**config.mk**
```make
export PLATFORM = sky130hd
export DESIGN_NAME = sync_comparator
export DESIGN_NICKNAME = d
export VERILOG_FILES = /design/src/rtl/sync_comparator_pkg.sv /design/src/rtl/sync_comparator_merge_cell.sv /design/src/rtl/sync_comparator.sv
export SDC_FILE = /design/constraint.sdc
export NUM_CORES = 1
export LEC_CHECK = 0
export CORE_AREA = 2 2 39 41
export CTS_CLUSTER_DIAMETER = 40
export DETAILED_ROUTE_END_ITERATION = 12
export DIE_AREA = 0 0 41 43
export DONT_BUFFER_PORTS = 1
export GPL_TIMING_DRIVEN = 1
export PLACE_DENSITY = 0.36
export SLEW_MARGIN = 10
export SYNTH_ARGS = -nofsm -noshare
export SYNTH_HDL_FRONTEND = slang
export SYNTH_SLANG_ARGS = --single-unit
```
**constraint.sdc**
```tcl
create_clock -name clk -period 0.94 [get_ports clk]
set_input_delay 0.235 -clock clk [delete_from_list [all_inputs] [get_ports clk]]
set_output_delay 0.235 -clock clk [all_outputs]
set_load 0.01 [all_outputs]
```
**src/rtl/sync_comparator_pkg.sv**
```systemverilog
// -----------------------------------------------------------------------------
// sync_comparator_pkg
// Shared types for the registered three-way magnitude comparator.
//   cmp_flags_t : one-hot compare result {gt, lt, eq} as held in the output
//                 register of sync_comparator.
// -----------------------------------------------------------------------------
package sync_comparator_pkg;

    typedef struct packed {
        logic gt;
        logic lt;
        logic eq;
    } cmp_flags_t;

endpackage : sync_comparator_pkg

```
**src/rtl/sync_comparator_merge_cell.sv**
```systemverilog
// -----------------------------------------------------------------------------
// comparator_merge_cell
// Purely combinational merge node of the compare tree. Combines the partial
// result of a more-significant half (hi_*) with a less-significant half (lo_*).
// The high half decides unless it is equal, in which case the low half decides.
// Ports:
//   hi_gt, hi_eq : partial result of the high half
//   lo_gt, lo_eq : partial result of the low half
//   gt, eq       : merged partial result
// -----------------------------------------------------------------------------
module comparator_merge_cell (
    input  logic hi_gt,
    input  logic hi_eq,
    input  logic lo_gt,
    input  logic lo_eq,
    output logic gt,
    output logic eq
);

    assign gt = hi_gt | (hi_eq & lo_gt);
    assign eq = hi_eq & lo_eq;

endmodule : comparator_merge_cell

```
**src/rtl/sync_comparator.sv**
```systemverilog
// -----------------------------------------------------------------------------
// sync_comparator
// Parameterised magnitude comparator with registered one-hot gt/lt/eq flags,
// one cycle of latency and one compare per cycle.
// Parameters:
//   IP_WIDTH  : operand width in bits (>= 1)
//   IS_SIGNED : 0 = unsigned compare, 1 = two's-complement compare
// Ports:
//   clk       : rising-edge clock
//   rst       : asynchronous active-high reset, clears all outputs
//   a, b      : operands
//   in_valid  : operands valid, a compare is captured on this edge
//   gt/lt/eq  : registered result of the most recent captured compare
//   out_valid : gt/lt/eq were updated on the last edge
// -----------------------------------------------------------------------------
module sync_comparator #(
    parameter int IP_WIDTH  = 1,
    parameter int IS_SIGNED = 0
) (
    input  logic                clk,
    input  logic                rst,
    input  logic [IP_WIDTH-1:0] a,
    input  logic [IP_WIDTH-1:0] b,
    input  logic                in_valid,
    output logic                gt,
    output logic                lt,
    output logic                eq,
    output logic                out_valid
);

    import sync_comparator_pkg::*;

    localparam int DEPTH  = $clog2(IP_WIDTH);
    localparam int LEAVES = 1 << DEPTH;

    // Unused leaves beyond IP_WIDTH look like an equal bit pair so they never
    // influence the result.
    localparam logic PAD_GT = 1'b0;
    localparam logic PAD_EQ = 1'b1;

    // Flipping both MSBs maps two's-complement order onto unsigned order.
    localparam logic [IP_WIDTH-1:0] MSB_MASK =
        (IS_SIGNED != 0) ? (IP_WIDTH'(1) << (IP_WIDTH - 1)) : '0;

    logic [IP_WIDTH-1:0] a_u;
    logic [IP_WIDTH-1:0] b_u;

    // Heap-ordered tree: node i has children 2i (high half) and 2i+1 (low
    // half); node 1 is the root. Leaves occupy LEAVES..2*LEAVES-1 with the
    // most significant bit at the lowest leaf index.
    logic node_gt [1:2*LEAVES-1];
    logic node_eq [1:2*LEAVES-1];

    logic root_gt;
    logic root_eq;

    cmp_flags_t flags_p1;
    logic       vld_p1;

    // ---- stage 0: operand mapping, leaves and merge tree (combinational) ----
    assign a_u = a ^ MSB_MASK;
    assign b_u = b ^ MSB_MASK;

    for (genvar j = 0; j < LEAVES; j++) begin : g_leaf
        if (j < IP_WIDTH) begin : g_bit
            assign node_gt[2*LEAVES-1-j] = a_u[j] & ~b_u[j];
            assign node_eq[2*LEAVES-1-j] = ~(a_u[j] ^ b_u[j]);
        end else begin : g_pad
            assign node_gt[2*LEAVES-1-j] = PAD_GT;
            assign node_eq[2*LEAVES-1-j] = PAD_EQ;
        end
    end

    for (genvar i = 1; i < LEAVES; i++) begin : g_merge
        comparator_merge_cell u_merge (
            .hi_gt (node_gt[2*i]),
            .hi_eq (node_eq[2*i]),
            .lo_gt (node_gt[2*i+1]),
            .lo_eq (node_eq[2*i+1]),
            .gt    (node_gt[i]),
            .eq    (node_eq[i])
        );
    end

    assign root_gt = node_gt[1];
    assign root_eq = node_eq[1];

    // ---- stage 1: output registers ----
    always_ff @(posedge clk or posedge rst) begin
        if (rst) begin
            flags_p1 <= '0;
            vld_p1   <= 1'b0;
        end else begin
            vld_p1 <= in_valid;
            if (in_valid) begin
                flags_p1.gt <= root_gt;
                flags_p1.lt <= ~root_gt & ~root_eq;
                flags_p1.eq <= root_eq;
            end
        end
    end

    assign gt        = flags_p1.gt;
    assign lt        = flags_p1.lt;
    assign eq        = flags_p1.eq;
    assign out_valid = vld_p1;

endmodule : sync_comparator

```
Figure 1. Zoomed window (run 1).
Window x 16 to 41, y 0 to 25 µm. Cells in gray, sequential cells in the stronger gray; small squares are vias.
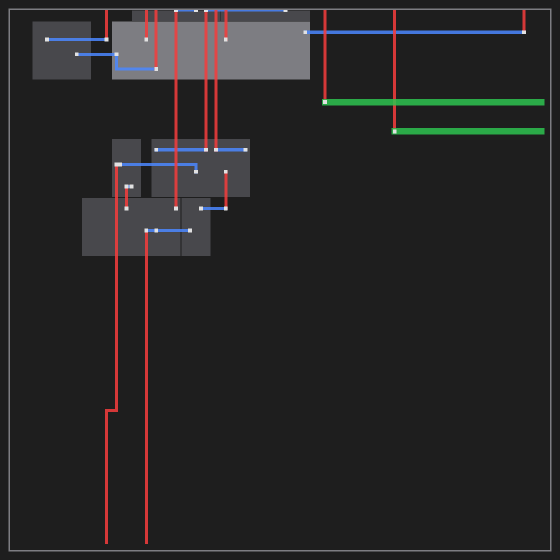
layer	color
M2	red
M1	blue
M3	green
sequential cells in the window	1
netlist names of flops here include	out_valid (1)
most frequent	inv_1 (2), ha_1 (2)
cells with their middle in the window	6

Figure 2. Routing congestion map (run 1).
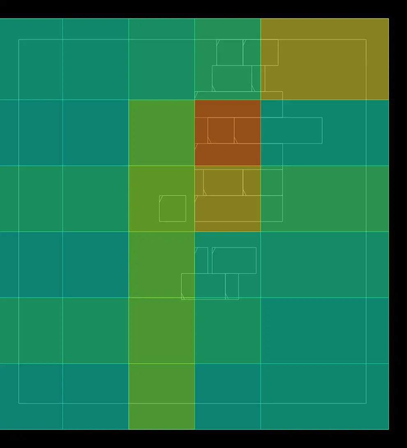
global routing usage on met1: 2.90%
GRT met2 Usage: 7.19%
Finished Core Util: 16.1%

Figure 3. Wiring heat map (run 1).
Scale: 8 px per µm. 8 x 9 tiles, from dark blue (low) to red (high), scaled to the fullest tile. Values are wire area over tile area, all layers added.
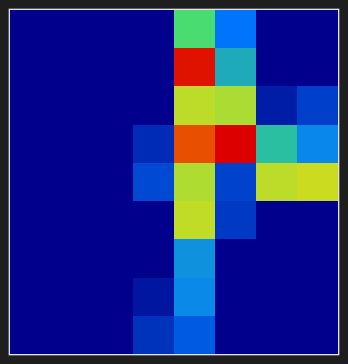
fullest tile	0.18
mean over tiles	0.025
tiles over half the peak	14%

==> reports/metrics.yaml, run 1 <==
dr.pass1.iters: 1
ir_worst_vdd_mv: 0.302
synthCells: 12
max-clock-path-buffers: 2
antenna_found_initial: 0
yosys_cells: 12
gr-total-overflow: 0
skew_ns: 0
syn_avg_cell_area_um2: 14.2
vias: 97
finalPower_mw: 0.441
layout.cells.most_common: "dfrtp_1"
cts_sinks: 4
outcome: "finished clean"
hold_path.class: "in2reg"
ioPinCount: 9
clock.latency.late_pin_ns: 0.23
xor_share_pct: 0
coreArea_um2: 1380
path_clk_slew_ns: 0.04
final_cell_mix: "dfrtp_1 (4), mux2_2 (3), inv_1 (3), clkbuf_4 (3), ha_1 (2)"
wl_per_cell_um: 8.84
cts_made_buffers: 3
synth.logic.top_family: "multiplexers"
wl_um: 283
cp_max_fo: 2
r2r-end: "gt"
warnings: 27
start_kind: "flop"
syn_nets: 19
nets: 25
ys_chip_area_um2: 170
hold_viol: 0
min_path_cells: 0
dieArea_um2: 1760
antenna_cells: 0
syn-cell-area_um2: 170
fill_cells: 150
ys_ff: 4
area_growth_pct: 30.9
drt_iter0_drc: 0
grt_max_degree: 5
area_leaders: "dfrtp_1 (59%), mux2_2 (20%), ha_1 (15%)"
numPortBuffers: 0
min_from: "in_valid"
endpoint_kind: "output pin"
slew_headroom_pct: 90.2
crit_required_ns: 0.70
cp.arrival_ns: 0.64
drcViolationCount: 0
hold_end: "out_valid"
top_area_cell: "dfrtp_1"
synth_top_area_share_pct: 58.8
place_inst: 28
rsz0062_at_grt: "no"
aoi_share_pct: 0
die_w_um: 41
ant_nets: 0
power_density_nw_per_um2: 1980
fp_util_pct: 12.3
cts_root_buffer: "clkbuf_4"
worst_pin_slew_ns: 0.147
cts_resized: 0
ys_seq_share_pct: 58.8
r2r-start: "gt"
-- run 1: power by group --
part           internal [mW]  total [mW]  switching (mW)
clock                  0.142       0.204          0.0617
sequential             0.190       0.208          0.0184
combinational         0.0185      0.0287          0.0102
-- run 1: registers in the layout, summed over array words and instances (netlist names) --
register,count
eq,1
lt,1
gt,1
out_valid,1
-- run 1: metrics by stage --
| stage | worst slack (ns) | hold slack [ns] | area (µm²) |
|---|---|---|---|
| 2_1_floorplan | 0.0466 | 0.00108 | 170 |
| 3_3_place_gp | 0.0207 | 0.0106 | 190 |
| 3_5_place_dp | 0.0189 | 0.0125 | 190 |
| 4_1_cts | 0.0562 | 0.0282 | 223 |
| 5_1_grt | 0.0433 | 0.0214 | 223 |
| 6_report | 0.0677 | 0.0348 | 223 |
-- run 1: layout make-up --
type | instances | share of cell area, %
inverter | 3 | 5.06
timing repair buffer | 1 | 4.49
tap | 16 | 8.99
sequential | 4 | 44.9
clock buffer | 3 | 10.1
multi-input combinational | 5 | 26.4
-- run 1: Yosys cell counts --
| cell type | n |
|---|---|
| inv_1 | 3 |
| dfrtp_1 | 4 |
| ha_1 | 2 |
| mux2_2 | 3 |
-- run 1: metal layers --
metal  track usage, %  routed length, µm  vias to the layer above
met5                0                  0                        -
li1                 -                  -                       45
met1             2.90                 75                       49
met2             7.19                190                        3
met4             6.00                  0                        0
met3             1.57                 17                        0
-- run 1: kinds of logic (layout without fill, tap and decap cells) --
group      Yosys count  after routing
mux                  3              3
buf+inv              3              7
flops                4              4
fa+ha+maj            2              2
-- run 1: what timing repair did --
item | 4_1_cts | 5_1_grt
setup buffers | 0 | 0
hold endpoints to repair | 4 | 0
hold buffers | 1 | 0
-- run 1: how the worst max path moves through the flow --
stage               start  end  slack [ns]  depth (start not counted)
floorplan               a   eq        0.05                          3
global placement        a   eq        0.02                          3
detailed placement      a   eq        0.02                          3
CTS                    eq   eq        0.06                          0
global route           gt   gt        0.04                          0
finish                 gt   gt        0.07                          0
Figure 4. Met2 routing (run 1).
Scale: 12 px per µm.
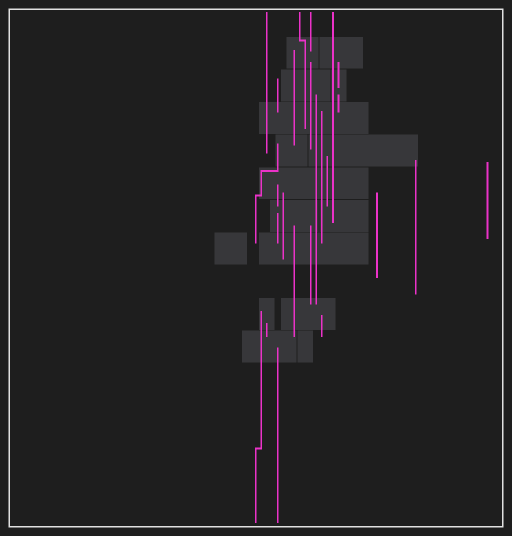

--- run 2 (diff from run 1) ---
SETUP_SLACK_MARGIN = 0.05   (was unset)
SLEW_MARGIN = 30   (was 10)
Figure 5. Met2 routing (run 2).
Scale: 12 px per µm.
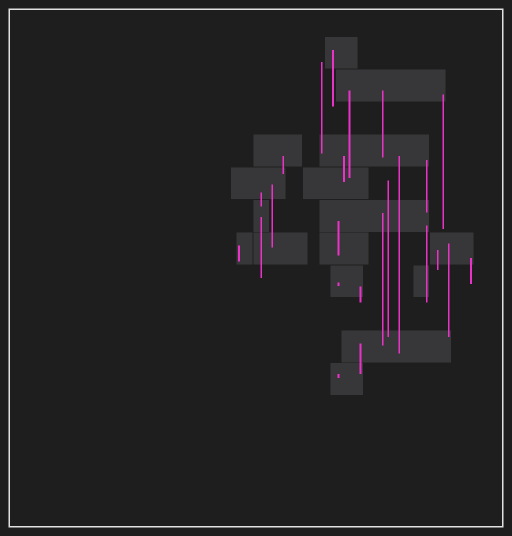
main direction	vertical
longest straight run	16.3 µm
wire length on this layer	120 µm

==> reports/metrics.yaml, run 2 <==
top_area_cell: "dfrtp_1"
slew_headroom_pct: 90.1
yosys-top-cells-count: "dfrtp_1 (4), inv_1 (3), mux2_2 (3), ha_1 (2)"
ys_ff: 4
synth_top_area_share_pct: 58.8
cts_made_buffers: 3
wl_um: 330
ioPinCount: 9
nets: 25
synth_top_cell_by_count: "dfrtp_1"
endpoint_kind: "output pin"
finalPower_mw: 0.453
grt_max_degree: 5
cts_sinks: 4
dr.pass1.iters: 2
crit_required_ns: 0.70
worst_pin_slew_ns: 0.149
place_area_um2: 194
r2r-start: "eq"
hold_viol: 0
dieArea_um2: 1760
cp_max_fo: 2
hold_end: "out_valid"
syn_nets: 19
min_path_cells: 0
postCtsSetupRepairBufs: 0
hold_path.class: "in2reg"
flop_cell: "dfrtp_1"
syn-cell-area_um2: 170
path_clk_slew_ns: 0.04
async_flop_share_pct: 100
vias: 106
gr-total-overflow: 0
ir_worst_vdd_mv: 0.176
crit_cells: 0
power_density_nw_per_um2: 2000
max-clock-path-buffers: 2
antenna_found_initial: 0
holdWs_ns: 0.0256
antenna_cells: 0
fin_area_um2: 226
outcome: "finished clean"
clock.latency.late_pin_ns: 0.23
r2r-end: "eq"
cp.arrival_ns: 0.64
skew_ns: 0
fp_util_pct: 12.3
final_cell_mix: "dfrtp_1 (4), inv_1 (3), clkbuf_4 (3)"
ant_nets: 0
start_kind: "flop"
coreArea_um2: 1380
ys_seq_share_pct: 58.8
layout.cells.most_common: "dfrtp_1"
area_growth_pct: 33.1
area_leaders: "dfrtp_1 (59%), mux2_2 (20%), ha_1 (15%)"
syn_avg_cell_area_um2: 14.2
cts_root_buffer: "clkbuf_4"
numPortBuffers: 0
drt_iter0_drc: 4
cts_resized: 0
edf_count: 0
-- run 2: cells by family after synthesis --
family                     share of synthesized area, %
adders and majority gates                          14.7
buffers and inverters                              6.62
DFF                                                58.8
muxes                                              19.9
-- run 2: layout make-up --
class / instances / area [µm²]
fillers: 152 / 1160
flip-flops and latches: 4 / 100
multi-input cells: 5 / 62.6
clock buffers: 3 / 22.5
well taps: 16 / 20.0
inverters: 3 / 11.3
repair buffers: 1 / 10.0
-- run 2: metal layers --
metal / wire length (µm) / GRT usage, % / share of wire, % / up-vias
li1: - / - / - / 45
met1: 90 / 2.87 / 27 / 44
met2: 119 / 5.31 / 36 / 12
met3: 90 / 5.76 / 27 / 5
met4: 29 / 10.0 / 8.8 / 0
met5: 0 / 0 / 0 / -
-- run 2: per-stage QoR --
step | setup slack (ns) | cells | util (%)
after global routing | 0.0290 | 32 | 16.4
final | 0.0620 | 32 | 16.4
after detailed placement | 0.0456 | 28 | 14.0
after floorplan | 0.0612 | 12 | -
after CTS | 0.0499 | 32 | 16.4
after global placement | 0.0357 | 28 | 14.0
-- run 2: what timing repair did --
action	4_1_cts	5_1_grt
endpoints found under the setup margin	1	4
hold buffers	1	0
pin swaps	0	0
hold endpoints to repair	4	0
-- run 2: worst max path at each step --
stage	startpoint	to
floorplan	a	eq
global placement	a	eq
detailed placement	a	eq
CTS	eq	eq
global route	eq	eq
finish	lt	lt
-- run 2: report_power, final --
part	switching [mW]	internal, mW
registers	0.0190	0.190
clock network	0.0701	0.143
logic	0.00977	0.0218
--- run 3 (diff from run 2) ---
PLACE_DENSITY = unset   (was 0.36)
Figure 6. Met2 routing (run 3).
Scale: 12 px per µm.
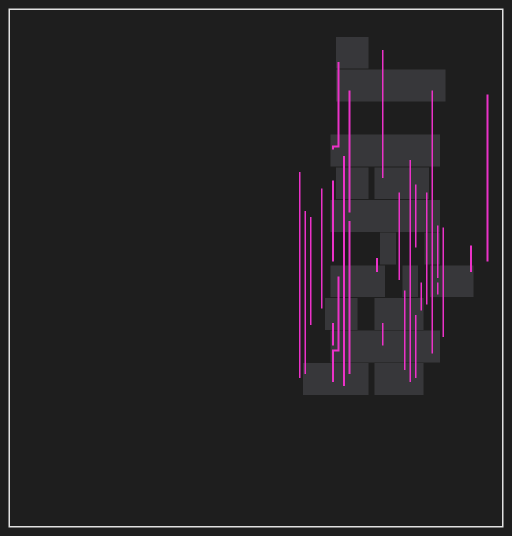
WL final: 407 µm
GRT met2 Usage: 10.9%
vias post-DR: 109

==> reports/metrics.yaml, run 3 <==
yosys_cells: 12
rsz0062_at_grt: "yes"
dr_wl_met2_um: 234
p_clk_share_pct: 45.7
synth_top_cell_by_count: "dfrtp_1"
r2r-start: "gt"
wl_met3_um: 98
numPortBuffers: 0
dieArea_um2: 1760
slew_headroom_pct: 89.5
syn-cell-area_um2: 170
nets: 25
crit_start: "eq"
edf_count: 0
antenna_cells: 0
fin_util_pct: 16.4
layout.cells.most_common: "dfrtp_1"
synthCells: 12
ys_ff: 4
clock.latency.late_pin_ns: 0.23
outcome: "finished clean"
fp_util_pct: 12.3
yosys-top-cells-count: "dfrtp_1 (4), inv_1 (3), mux2_2 (3), ha_1 (2)"
crit_required_ns: 0.70
swShare_pct: 21.4
warnings: 28
area_leaders: "dfrtp_1 (59%), mux2_2 (20%), ha_1 (15%)"
seqPwrFrac_pct: 46.4
async_flop_share_pct: 100
synth_top_area_share_pct: 58.8
coreArea_um2: 1380
crit_cells: 0
hold_path.class: "in2reg"
switchingPower_mw: 0.0968
critPathCapture: "eq"
worst_pin_slew_ns: 0.157
power_density_nw_per_um2: 1990
ys_chip_area_um2: 170
cp.arrival_ns: 0.65
flop_cell: "dfrtp_1"
hold_viol: 0
r2r-end: "gt"
ys_seq_share_pct: 58.8
gr-total-overflow: 0
path_clk_slew_ns: 0.04
start_kind: "flop"
min_from: "in_valid"
wl_per_cell_um: 12.7
skew_ns: 0
drt_iter0_drc: 0
cp_max_fo: 2
drcViolationCount: 0
endpoint_kind: "output pin"
-- run 3: cell counts after synthesis --
No cell type changed its count.
-- run 3: kinds of logic after synthesis --
group                      count (synthesis)  share of synthesized area (%)
muxes                                      3                           19.9
DFF                                        4                           58.8
adders and majority gates                  2                           14.7
buffers and inverters                      3                           6.62
-- run 3: cell type report --
class | count | area [µm²]
Timing Repair Buffer | 1 | 10.0
Sequential cell | 4 | 100
Inverter | 3 | 11.3
Multi-Input combinational cell | 5 | 62.6
Tap cell | 16 | 20.0
Fill cell | 156 | 1160
Clock buffer | 3 | 22.5
-- run 3: per-layer routing --
metal	GRT usage (%)	up-vias
met5	0	-
met4	8.00	0
met3	9.95	0
met2	10.9	13
met1	0.955	50
li1	-	46
-- run 3: what timing repair did --
item / in CTS / in global routing
endpoints found under the hold margin: 4 / 0
setup endpoints to repair: 0 / 4
hold buffers: 1 / 0
setup buffers: 0 / 0
resized: 0 / 0
-- run 3: power by group through the flow --
stage | clock network (mW) | registers [mW] | logic, mW
global route | 0.233 | 0.212 | 0.0397
finish | 0.207 | 0.210 | 0.0355
detailed placement | 0 | 0.212 | 0.0330
global placement | 0 | 0.209 | 0.0268
floorplan | 0 | 0.207 | 0.0258
CTS | 0.215 | 0.210 | 0.0362
-- run 3: worst min-delay path by stage --
| stage | to | slack [ns] | cells past startpoint |
|---|---|---|---|
| after floorplan | eq | 0.001 | 1 |
| after global placement | gt | 0.004 | 1 |
| after detailed placement | lt | 0.02 | 1 |
| after CTS | out_valid | 0.03 | 0 |
| after global routing | out_valid | 0.02 | 0 |
| final | out_valid | 0.03 | 0 |
-- run 3: per-stage QoR --
stage | worst slack [ns] | hold WS (ns) | instances | power [mW] | cell area [µm²]
6_report | 0.0581 | 0.0342 | 32 | 0.452 | 226
5_1_grt | 0.0324 | 0.0150 | 32 | 0.485 | 226
4_1_cts | 0.0514 | 0.0264 | 32 | 0.461 | 226
3_5_place_dp | 0.0119 | 0.0163 | 28 | 0.245 | 194
3_3_place_gp | 0.0561 | 0.00425 | 28 | 0.236 | 194
2_1_floorplan | 0.0612 | 0.00108 | 12 | 0.233 | 174
No activity file was given, so power comes from the tool's default toggle rates.
